Figure 1. Local utilization.
Scale: 2 px per µm. The die is cut into 14 by 14 equal tiles; white is low, dark blue is high, 0 to 100% covered.
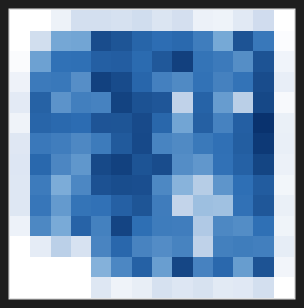
Figure 2. Sequential cells grouped by signal name.
Scale: 3 px per µm. Other sequential cells in the stronger gray, the rest of the logic in the fainter gray.
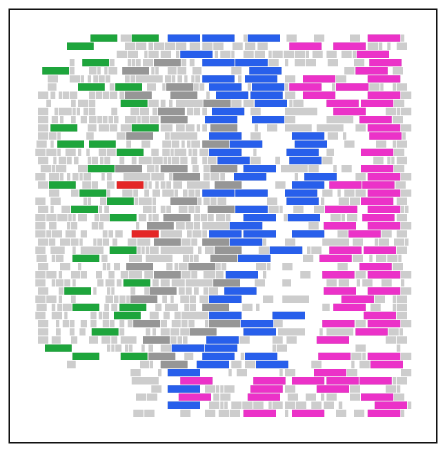
Figure 3. Met4 routing.
Scale: 4 px per µm. Supply wires on this layer in gray. Cells faint in the background.
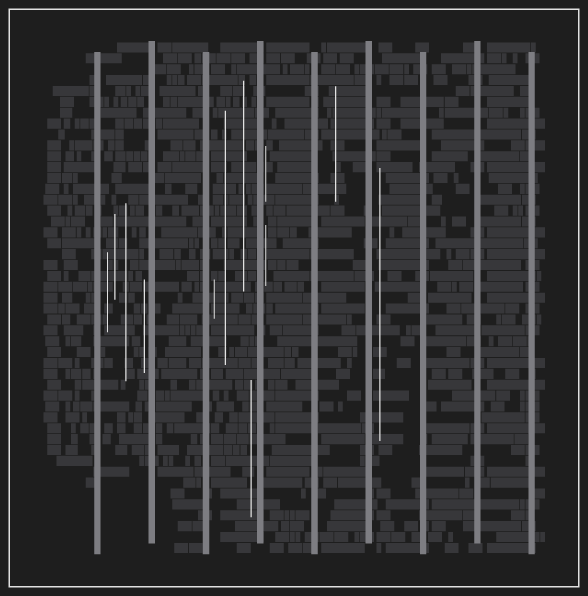
`config.mk`:
```
export PLATFORM = sky130hd
export DESIGN_NAME = fetch_unit
export DESIGN_NICKNAME = d
export VERILOG_FILES = /design/src/rtl/fetch_unit.sv
export SDC_FILE = /design/constraint.sdc
export NUM_CORES = 1
export LEC_CHECK = 0
export CORE_AREA = 8 8 134 136
export DETAILED_ROUTE_END_ITERATION = 6
export DIE_AREA = 0 0 142 144
export PLACE_DENSITY = 0.84
export SLEW_MARGIN = 10
export SYNTH_ARGS = -nofsm -noshare
export SYNTH_HDL_FRONTEND = slang
export SYNTH_SLANG_ARGS = --single-unit
```
`constraint.sdc`:
```
create_clock -name i_clk -period 10.4 [get_ports i_clk]
set_input_delay 2.6 -clock i_clk [delete_from_list [all_inputs] [get_ports i_clk]]
set_output_delay 2.6 -clock i_clk [all_outputs]
set_load 0.02 [all_outputs]
```
`src/rtl/fetch_unit.sv`:
```
// rtl/fetch_unit.sv - instruction fetch unit with in-order response buffer and redirect drain
// Issues word-aligned fetches, buffers {data, pc} per response, and discards stale responses after a redirect.
module fetch_unit #(
    parameter logic [31:0] RESET_PC = 32'h0000_0000,
    parameter int          DEPTH    = 2
) (
    input  logic        i_clk,
    input  logic        i_rst,
    output logic        o_imem_req_valid,
    output logic [31:0] o_imem_req_addr,
    input  logic        i_imem_req_ready,
    input  logic        i_imem_rsp_valid,
    input  logic [31:0] i_imem_rsp_data,
    output logic        o_valid,
    output logic [31:0] o_instruction,
    output logic [31:0] o_pc,
    input  logic        i_ready,
    input  logic        i_redirect,
    input  logic [31:0] i_redirect_pc
);

    localparam int AW = $clog2(DEPTH);
    localparam int CW = AW + 1;
    localparam logic [31:0] NOP = 32'h0000_0013;

    typedef enum logic {FETCH, DRAIN} state_t;

    state_t          r_state;
    state_t          w_state_next;
    logic [31:0]     r_pc;
    logic [31:0]     r_rsp_pc;
    logic [CW-1:0]   r_outstanding;
    logic [CW-1:0]   r_discard;
    logic [CW-1:0]   r_count;
    logic [CW-1:0]   w_outstanding_next;
    logic [CW-1:0]   w_discard_next;
    logic [AW-1:0]   r_wr_ptr;
    logic [AW-1:0]   r_rd_ptr;
    logic [31:0]     r_buf_data [DEPTH];
    logic [31:0]     r_buf_pc   [DEPTH];

    logic            w_accept;
    logic            w_rsp;
    logic            w_push;
    logic            w_pop;
    logic [CW:0]     w_occ;
    logic [31:0]     w_redirect_pc;

    assign w_redirect_pc = i_redirect_pc & 32'hFFFF_FFFC;
    assign w_occ         = {1'b0, r_count} + {1'b0, r_outstanding};

    // Occupancy counts in-flight requests so every response is guaranteed a buffer slot.
    assign o_imem_req_valid = !i_rst && (r_state == FETCH) && !i_redirect
                              && (w_occ < (CW+1)'(DEPTH));
    assign o_imem_req_addr  = r_pc;

    assign w_accept = o_imem_req_valid && i_imem_req_ready;
    assign w_rsp    = i_imem_rsp_valid && (r_outstanding != '0);
    assign w_push   = w_rsp && (r_state == FETCH) && !i_redirect;
    assign w_pop    = o_valid && i_ready;

    assign o_valid       = (r_count != '0);
    assign o_instruction = o_valid ? r_buf_data[r_rd_ptr] : NOP;
    assign o_pc          = o_valid ? r_buf_pc[r_rd_ptr]   : 32'h0000_0000;

    always_comb begin
        w_state_next       = r_state;
        w_discard_next     = r_discard;
        w_outstanding_next = r_outstanding + CW'(w_accept) - CW'(w_rsp);
        if (i_redirect) begin
            w_discard_next = r_outstanding - CW'(w_rsp);
            w_state_next   = (w_discard_next != '0) ? DRAIN : FETCH;
        end else if ((r_state == DRAIN) && w_rsp && (r_discard != '0)) begin
            w_discard_next = r_discard - CW'(1);
            if (r_discard == CW'(1)) begin
                w_state_next = FETCH;
            end
        end
    end

    always_ff @(posedge i_clk or posedge i_rst) begin
        if (i_rst) begin
            r_state       <= FETCH;
            r_pc          <= RESET_PC;
            r_rsp_pc      <= RESET_PC;
            r_outstanding <= '0;
            r_discard     <= '0;
        end else begin
            r_state       <= w_state_next;
            r_outstanding <= w_outstanding_next;
            r_discard     <= w_discard_next;
            if (i_redirect) begin
                r_pc <= w_redirect_pc;
            end else if (w_accept) begin
                r_pc <= r_pc + 32'd4;
            end
            // Responses return in order, so the next kept response belongs to r_rsp_pc.
            if (i_redirect) begin
                r_rsp_pc <= w_redirect_pc;
            end else if (w_push) begin
                r_rsp_pc <= r_rsp_pc + 32'd4;
            end
        end
    end

    always_ff @(posedge i_clk or posedge i_rst) begin
        if (i_rst) begin
            r_count  <= '0;
            r_wr_ptr <= '0;
            r_rd_ptr <= '0;
        end else if (i_redirect) begin
            r_count  <= '0;
            r_wr_ptr <= '0;
            r_rd_ptr <= '0;
        end else begin
            if (w_push) begin
                r_wr_ptr <= r_wr_ptr + AW'(1);
            end
            if (w_pop) begin
                r_rd_ptr <= r_rd_ptr + AW'(1);
            end
            r_count <= r_count + CW'(w_push) - CW'(w_pop);
        end
    end

    always_ff @(posedge i_clk) begin
        if (w_push) begin
            r_buf_data[r_wr_ptr] <= i_imem_rsp_data;
            r_buf_pc[r_wr_ptr]   <= r_rsp_pc;
        end
    end

endmodule

```
==> results.txt <==
run metrics: status completed, GRT Total Usage 20.04%, via count 6193, FP Util 53.72%, cell chain of the critical path buf_2, buf_4, nor4_1, clkdlybuf4s50_1, Fill cells 1151, IO buf count 161, Rows 47, pwr dens 225.9 mW/mm², Worst Tran Pin Value 1.137 ns, mapped cell area 0.008625 mm², Pre-Repair DR Iteration Count 5, Final #Nets 943, max-slew violations 0, Synth Seq Share 63.19%, CP max stage delay 0.66 ns, CTS buffer count 17, relative slew slack 23.51%, #FFs+latches synth 193, ant diodes 0, yosys cell count 706, EDFF count, synth 124, post-DP HPWL 13.43 mm, Hold Crit Class reg -> reg, Setup TNS Final 0 ns, Switching Share 34.17%, post-synthesis cell count 706, grt ovf 0, synth top area cells edfxtp_1 43%, dfrtp_1 20%, mux2i_1 7.4%, nor2_1 3.4%, nand2_1 2.9%, Die Y 144 µm, post-cts gate resize count 0, hold path startpoint r_rsp_pc[31], pin count of the biggest net entering global routing 71, core area 0.01605 mm², Peak VDD IR 0.0001393 V, Worst setup EP type output pin, Post-CTS Hold Buffers 0, RePlAce Congestion 0.9089, Final Non-Filler Cells 1096, residual DRC count 0, FF-to-FF End r_outstanding[1], clk_skew 0.01143 ns, Max stage delay cell, worst path clkdlybuf4s50_1, tally of OpenROAD warnings 29, cell family with most CP delay buffers and inverters, post-route ant nets 0, die width 142 µm, Critical Path AT 4.03 ns, Setup WS post-layout 3.767 ns, Worst Path Buf+Inv 3, FMAX 150.8 MHz, placed cells 1064, number of library cell types mapped by synthesis 51, reg-to-reg startpoint r_count[0], Final Cycle Share 63.78%, Final Hold Vio Count 0, Clk pwr share 25.3%, worst-skew pair later-pin latency 0.43 ns, global-route wire length before repair 31.78 mm, RSZ-0062 raised after global routing false, final setup fails 0, logic gate share of total power 34.5%, main flop type edfxtp_1
About Figure 1:
The fullest tile reaches 99%. 29% of the tiles are over 75% full. 7.7% of the tiles are nearly empty. The mean over all tiles is 53%.

About Figure 2:
Key: magenta = `r_buf_data` [sequential cells 64, where a column on the right]; blue = `r_buf_pc` [sequential cells 60, where a column down the middle]; red = `r_discard` [sequential cells 2]; green = `o_imem_req_addr` [sequential cells 30, where a column on the left]
Another 37 sequential cells are not colored.

About Figure 3:
The layer carries 392 µm of wire. 10 nets have wire on it.

## cells by family (layout without fill, tap and decap cells)
| kind of cell | Yosys count | count (layout) | share of synthesized area (%) |
|---|---|---|---|
| XOR/XNOR | 39 | 39 | 3.961 |
| buffers and inverters | 49 | 216 | 2.321 |
| AND/OR/NAND/NOR | 255 | 255 | 14.32 |
| other | 1 | 4 | 0.04348 |
| AND-OR/OR-AND | 92 | 92 | 6.804 |
| flip-flops | 193 | 193 | 63.19 |
| adder cells (fa/ha/maj) | 10 | 10 | 1.538 |
| multiplexers | 67 | 67 | 7.819 |
## power groups by stage
stage | Sequential (W) | Clock, W | Combinational [W]
final | 0.00100 | 0.000631 | 0.000860
after CTS | 0.00100 | 0.000640 | 0.000871
after detailed placement | 0.00102 | 0 | 0.000864
after global routing | 0.00102 | 0.000673 | 0.000926
after floorplan | 0.000970 | 0 | 0.000509
after global placement | 0.00101 | 0 | 0.000849
## sequential cells by signal, indices dropped and copies added (netlist names)
signal,flops
o_imem_req_addr,30
r_buf_data,64
r_buf_pc,60
r_count,2
r_discard,2
r_outstanding,2
r_rd_ptr,1
r_rsp_pc,30
r_state,1
r_wr_ptr,1
## through the flow
step,cell area [µm²],util [%],power (W)
2_1_floorplan,8636,-,0.001479
3_3_place_gp,10460,65.16,0.001862
3_5_place_dp,10460,65.16,0.001881
4_1_cts,11030,68.71,0.002514
5_1_grt,11040,68.76,0.002615
6_report,11040,68.76,0.002494
## layout make-up
cell class                      count  area (µm²)  share of cell area, %
Clock buffer                       19       432.9                  3.922
Clock inverter                     13       136.4                  1.235
Inverter                           16       60.06                 0.5440
Multi-Input combinational cell    467        3022                  27.37
Sequential cell                   193        5454                  49.41
Tap cell                          220       275.3                  2.493
Timing Repair Buffer              168        1659                  15.03
## routing by layer
layer	global-route usage, %	vias up	wire length (µm)
li1	-	2910	-
met1	26.20	3003	8725
met2	32.12	247	9708
met3	4.589	33	1426
met4	7.518	0	392
met5	0	-	0
## cell usage in the layout (no fill, tap or decap), types with 3 or more instances in the layout
master           Yosys  routed
nor2_1              79      77
a31oi_1              6       6
a21oi_1              6       6
o21ai_0             44      44
nor3b_1              5       5
o211ai_1            11      11
nor3_1               7       6
o311ai_0            10      10
conb_1               1       4
edfxtp_1           124     124
and3_1              15      14
xnor2_1             11      11
clkdlybuf4s50_1      0     160
inv_1               15      14
buf_4                4       7
and2_1               6       6
nand4_1             27      27
xor2_1              28      28
clkinvlp_4           0       4
ha_1                 9       9
nor4_1               9       8
dfrtp_1             69      68
or3_1                7       7
mux2_2               3       3
mux2i_1             64      64
nand3_1             24      24
clkbuf_16            0      17
nand2_1             66      66
## worst max-delay path by stage
stage | endpoint | slack (ns) | cells past startpoint
after floorplan | o_imem_req_valid | 4.06 | 3
after global placement | o_imem_req_valid | 3.78 | 4
after detailed placement | o_imem_req_valid | 3.76 | 4
after CTS | o_imem_req_valid | 3.75 | 4
after global routing | o_imem_req_valid | 3.66 | 4
final | o_imem_req_valid | 3.77 | 4
No activity file was given, so power comes from the tool's default toggle rates.
